<file path="config.mk">
export PLATFORM = sky130hd
export DESIGN_NAME = vector_rf_scheduler
export DESIGN_NICKNAME = d
export VERILOG_FILES = /design/src/rtl/vector_rf_scheduler_pkg.sv /design/src/rtl/vector_rf_scheduler_arbiter.sv /design/src/rtl/vector_rf_scheduler.sv
export SDC_FILE = /design/constraint.sdc
export NUM_CORES = 1
export LEC_CHECK = 0
export ABC_AREA = 1
export CORE_AREA = 2 2 634 636
export CTS_CLUSTER_DIAMETER = 30
export DETAILED_ROUTE_END_ITERATION = 16
export DIE_AREA = 0 0 636 638
export PLACE_DENSITY_LB_ADDON = 0.08
export SYNTH_ARGS = -nofsm -noshare
export SYNTH_HDL_FRONTEND = slang
export SYNTH_SLANG_ARGS = --single-unit
</file>
<file path="constraint.sdc">
create_clock -name clk -period 2.6 [get_ports clk]
set_input_delay 0.78 -clock clk [delete_from_list [all_inputs] [get_ports clk]]
set_output_delay 0.78 -clock clk [all_outputs]
set_load 0.01 [all_outputs]
</file>
<file path="src/rtl/vector_rf_scheduler_pkg.sv">
// Shared VRF write-side command codes, data-type codes and write-sequence FSM encodings
// for the vector register file scheduler.
package vector_rf_scheduler_pkg;

   localparam logic [1:0] RF_NOP          = 2'b00;
   localparam logic [1:0] VECTOR_RF_WRITE = 2'b01;
   localparam logic [1:0] RF_FINISHED     = 2'b10;

   localparam logic [2:0] ONE_BYTE   = 3'd0;
   localparam logic [2:0] TWO_BYTE   = 3'd1;
   localparam logic [2:0] FOUR_BYTE  = 3'd2;
   localparam logic [2:0] EIGHT_BYTE = 3'd3;

   localparam int NUM_VREGS = 32;
   localparam int REQ_ALU   = 0;
   localparam int REQ_LSU   = 1;

   typedef enum logic [1:0] {
      VRF_SCHED_IDLE  = 2'd0,
      VRF_SCHED_WRITE = 2'd1,
      VRF_SCHED_ACK   = 2'd2
   } vrf_sched_state_e;

endpackage

</file>
<file path="src/rtl/vector_rf_scheduler_arbiter.sv">
// Two-way one-hot write-back arbiter (requester 0 = ALU, 1 = LSU).
// VRF_SCHED_RR_ARB_EN selects round-robin; otherwise fixed priority with LSU first.
module vrf_wb_arbiter
   import vector_rf_scheduler_pkg::*;
(
`ifdef VRF_SCHED_RR_ARB_EN
   input  logic       clk,
   input  logic       rst,
   input  logic       advance,
`endif
   input  logic [1:0] req,
   output logic [1:0] gnt
);

`ifdef VRF_SCHED_RR_ARB_EN
   // Pointer names the requester that wins the next contested cycle.
   logic prefer_lsu;

   always_ff @(posedge clk) begin
      if (rst)
         prefer_lsu <= 1'b0;
      else if (advance)
         prefer_lsu <= gnt[REQ_ALU];
   end

   always_comb begin
      gnt = req;
      if (req == 2'b11)
         gnt = prefer_lsu ? 2'b10 : 2'b01;
   end
`else
   always_comb begin
      gnt = 2'b00;
      if (req[REQ_LSU])
         gnt = 2'b10;
      else if (req[REQ_ALU])
         gnt = 2'b01;
   end
`endif

endmodule

</file>
<file path="src/rtl/vector_rf_scheduler.sv">
// VRF front-end: pending-write scoreboard with RAW/WAW issue stall, and a
// three-state write sequence onto the single VRF write port. Macro: VRF_SCHED_RR_ARB_EN.
module vector_rf_scheduler
   import vector_rf_scheduler_pkg::*;
#(
   parameter  int LEN              = 32,
   parameter  int VECTOR_SIZE      = 8,
   parameter  int ENTRY_INDEX_SIZE = 3,
   localparam int VLEN             = VECTOR_SIZE * LEN,
   localparam int LW               = ENTRY_INDEX_SIZE + 1
) (
   input  logic                 clk,
   input  logic                 rst,
   input  logic                 rdy_in,
   input  logic                 issue_valid,
   output logic                 issue_ready,
   input  logic [4:0]           issue_rs1,
   input  logic [4:0]           issue_rs2,
   input  logic [4:0]           issue_rs3,
   input  logic [4:0]           issue_rd,
   input  logic [3:0]           issue_src_use,
   input  logic                 issue_writes_rd,
   input  logic [1:0]           wb_valid,
   output logic [1:0]           wb_ready,
   input  logic [9:0]           wb_rd,
   input  logic [2*VLEN-1:0]    wb_data,
   input  logic [2*VLEN-1:0]    wb_mask,
   input  logic [1:0]           wb_vm,
   input  logic [2*LW-1:0]      wb_length,
   input  logic [5:0]           wb_data_type,
   input  logic [1:0]           rf_status,
   output logic [1:0]           rf_signal,
   output logic [4:0]           rf_rd,
   output logic [VLEN-1:0]      rf_data,
   output logic [VLEN-1:0]      rf_mask,
   output logic                 rf_vm,
   output logic [LW-1:0]        rf_length,
   output logic [2:0]           rf_data_type,
   output logic                 rf_write_back_enabled,
   output logic [NUM_VREGS-1:0] pending
);

   vrf_sched_state_e     state, state_nxt;
   logic [1:0]           gnt;
   logic                 sel_lsu;
   logic                 hazard, issue_fire, grant_fire, wb_done;
   logic [NUM_VREGS-1:0] pending_nxt;

   vrf_wb_arbiter u_arb (
`ifdef VRF_SCHED_RR_ARB_EN
      .clk     (clk),
      .rst     (rst),
      .advance (grant_fire),
`endif
      .req     (wb_valid),
      .gnt     (gnt)
   );

   // v0 mask reads are checked against register 0.
   always_comb begin
      hazard = (issue_src_use[0] & pending[issue_rs1])
             | (issue_src_use[1] & pending[issue_rs2])
             | (issue_src_use[2] & pending[issue_rs3])
             | (issue_src_use[3] & pending[0])
             | (issue_writes_rd  & pending[issue_rd]);
   end

   assign issue_ready = ~hazard;
   assign issue_fire  = issue_valid & issue_ready & rdy_in;
   assign sel_lsu     = gnt[REQ_LSU];
   assign grant_fire  = (state == VRF_SCHED_IDLE) & rdy_in & (|gnt);
   assign wb_done     = (state == VRF_SCHED_ACK) & rdy_in & (rf_status == RF_FINISHED);

   always_ff @(posedge clk) begin
      if (rst)
         state <= VRF_SCHED_IDLE;
      else if (rdy_in)
         state <= state_nxt;
   end

   always_comb begin
      state_nxt = state;
      case (state)
         VRF_SCHED_IDLE:  if (|gnt) state_nxt = VRF_SCHED_WRITE;
         VRF_SCHED_WRITE: state_nxt = VRF_SCHED_ACK;
         VRF_SCHED_ACK:   if (rf_status == RF_FINISHED) state_nxt = VRF_SCHED_IDLE;
         default:         state_nxt = VRF_SCHED_IDLE;
      endcase
   end

   always_comb begin
      wb_ready              = 2'b00;
      rf_signal             = RF_NOP;
      rf_write_back_enabled = 1'b0;
      case (state)
         VRF_SCHED_IDLE:  if (rdy_in) wb_ready = gnt;
         VRF_SCHED_WRITE: begin
            rf_signal             = VECTOR_RF_WRITE;
            rf_write_back_enabled = 1'b1;
         end
         default: ;
      endcase
   end

   always_ff @(posedge clk) begin
      if (rst) begin
         rf_rd        <= '0;
         rf_data      <= '0;
         rf_mask      <= '0;
         rf_vm        <= 1'b0;
         rf_length    <= '0;
         rf_data_type <= '0;
      end else if (grant_fire) begin
         rf_rd        <= sel_lsu ? wb_rd[9:5]                 : wb_rd[4:0];
         rf_data      <= sel_lsu ? wb_data[2*VLEN-1:VLEN]     : wb_data[VLEN-1:0];
         rf_mask      <= sel_lsu ? wb_mask[2*VLEN-1:VLEN]     : wb_mask[VLEN-1:0];
         rf_vm        <= sel_lsu ? wb_vm[1]                   : wb_vm[0];
         rf_length    <= sel_lsu ? wb_length[2*LW-1:LW]       : wb_length[LW-1:0];
         rf_data_type <= sel_lsu ? wb_data_type[5:3]          : wb_data_type[2:0];
      end
   end

   // A set and a clear never target the same index: WAW stalls the issue.
   always_comb begin
      pending_nxt = pending;
      if (wb_done)
         pending_nxt[rf_rd] = 1'b0;
      if (issue_fire && issue_writes_rd)
         pending_nxt[issue_rd] = 1'b1;
   end

   always_ff @(posedge clk) begin
      if (rst)
         pending <= '0;
      else
         pending <= pending_nxt;
   end

endmodule

</file>
clk_routes.png
Scale: 1 px per um.
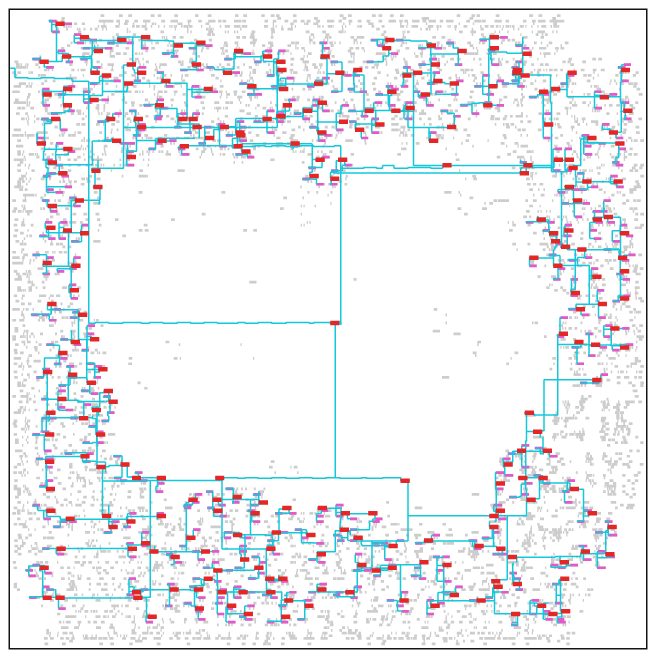
flip-flops -> magenta  # count 559
clock wires -> cyan  # length 17,100 um
clock drivers -> red  # count 268
flops lie = widely spread

==> impl_report.txt <==
==== FLOW RESULTS ====
----------------------------------------------------
[Run status]
  Status ........................ complete, but fails checks
  Violations in the final reports ........................ setup timing

[Final layout]
  Layout fillers ........................ 46,000
  Footprint of the flip-flops and latches ........................ 11,300 um^2
  Non-filler instance count after layout ........................ 11,900
  Combinational gate area ........................ 13,700 um^2
  Share of post-route cells with drive strength above 1 ........................ 13.2%
  Fraction of cell area in non-clock buffers ........................ 31.1%
  Multi-input combinational area share ........................ 22.2%
  Registers ........................ 559
  Inverters, non-clock ........................ 558
  Area Growth Syn to Fin ........................ 118%
  CLK BUF ........................ 427
  Count of plain and timing-repair buffers ........................ 1,981

[Worst setup path]
  Worst R2R Path Depth ........................ 8
  Cell repeated most along the worst path ........................ sky130_fd_sc_hd__nand3_2
  Worst-path cell chain ........................ clkdlybuf4s50_1 -> inv_1 -> nand3_2 -> nand2_2 -> a21oi_2 -> nand2_1 -> nand3_2 -> nand2_4 -> nor2_8 -> buf_12
  Crit Path Category ........................ input pin to primary output
  Critical path depth in cells ........................ 10
  Largest stage delay, worst path ........................ 540 ps
  Critical path launch point type ........................ input pin

[Logic synthesis]
  Xor+xnor area frac ........................ 0%
  Post-Syn Instances ........................ 4,506
  Sequential-to-total area share from yosys stat ........................ 39.7%
  Area share of and-or/or-and cells after synthesis ........................ 20.3%
  Tally of unique sky130hd cells used after synthesis ........................ 28
  Simple-gate portion of the synthesized area ........................ 27.5%
  Top logic cell family in the synthesized netlist ........................ simple AND/OR/NAND/NOR gates
  Register bit count reported by yosys ........................ 559
  Share of Yosys cell area claimed by the top area cell type ........................ 39.7%
  Top cells by count ........................ sky130_fd_sc_hd__nand2_1, sky130_fd_sc_hd__dfxtp_1, sky130_fd_sc_hd__o21ai_0, sky130_fd_sc_hd__inv_1, sky130_fd_sc_hd__a21oi_1
  Chip Area, Yosys ........................ 28,200 um^2

[CTS]
  Latency at later pin ........................ 850 ps
  # H-tree levels ........................ 5
  Hold buffers post-CTS ........................ 0
  TritonCTS clock tree ........................ built
  Root buffer cell ........................ sky130_fd_sc_hd__clkbuf_16
  Clock buffer count from CTS ........................ 268
  Resize count post-CTS ........................ 660

[Pwr]
  Internal Power ........................ 33.8 mW
  Clock network power ........................ 29.5 mW
  Sequential power share ........................ 21.0%
  Top Consumer ........................ the clock network

[Placed design]
  Worst setup slack before clock tree synthesis ........................ -851 ps
  Placed instance area ........................ 52,900 um^2
  Half-perimeter wire length after detailed placement ........................ 228 mm
  Cell count after placement ........................ 11,400

[Worst hold path]
  Worst Hold End ........................ rf_mask[20]
  Cells on Worst Hold Path ........................ 2
  Tightest Hold Check Type ........................ flip-flop to flip-flop

[Route]
  Detailed-routed wire length on met2 ........................ 138 mm
  Routed length on met3 ........................ 20.7 mm
  Highest metal layer with signal wires ........................ met5
  Total via count in the routed design ........................ 37,300
  Vias per inst ........................ 3.12

[Global route]
  Total gr overflow ........................ 0
  M1 GR Usage ........................ 14.3%
  GR Layer Usage met2 ........................ 23.3%
  GRT Util Overall ........................ 12.9%

[Floorplan]
  Site row count ........................ 232
  Die Span Y ........................ 638 um
  Number of tapcells ........................ 5,265

[Timing]
  Final tally of setup violations ........................ 1
  Slew margin rel. ........................ 47.4%
  Final critical-path required period ........................ 3050 ps
  Share of the clock period used by the worst path after layout ........................ 117%
  Setup ws final ........................ -451 ps
  Max Clock Skew ........................ 46.5 ps
  Fmax ........................ 328 MHz

----------------------------------------------------
flops_by_reg.png
Scale: 1 px per um.
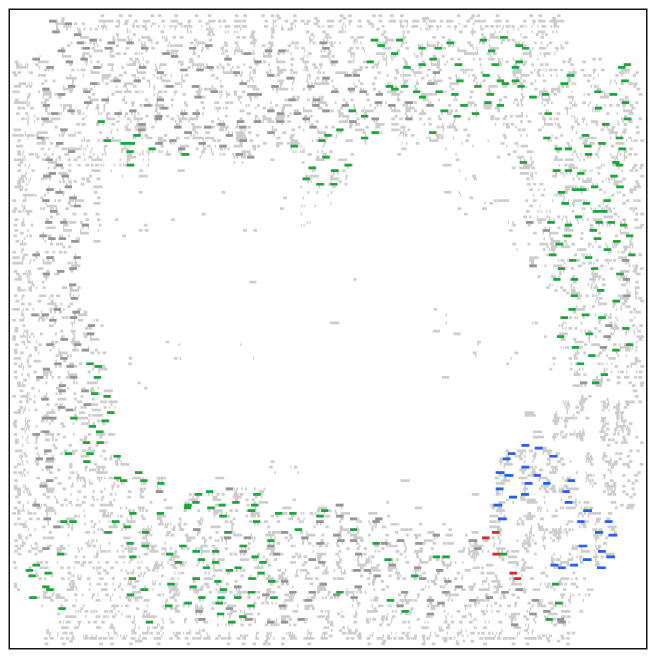
pending -> blue  # flops 32, where lower right
rf_rd -> red  # flops 5, where lower right
rf_mask -> green  # flops 256, where widely spread

Power and IR drop assume default switching activity.
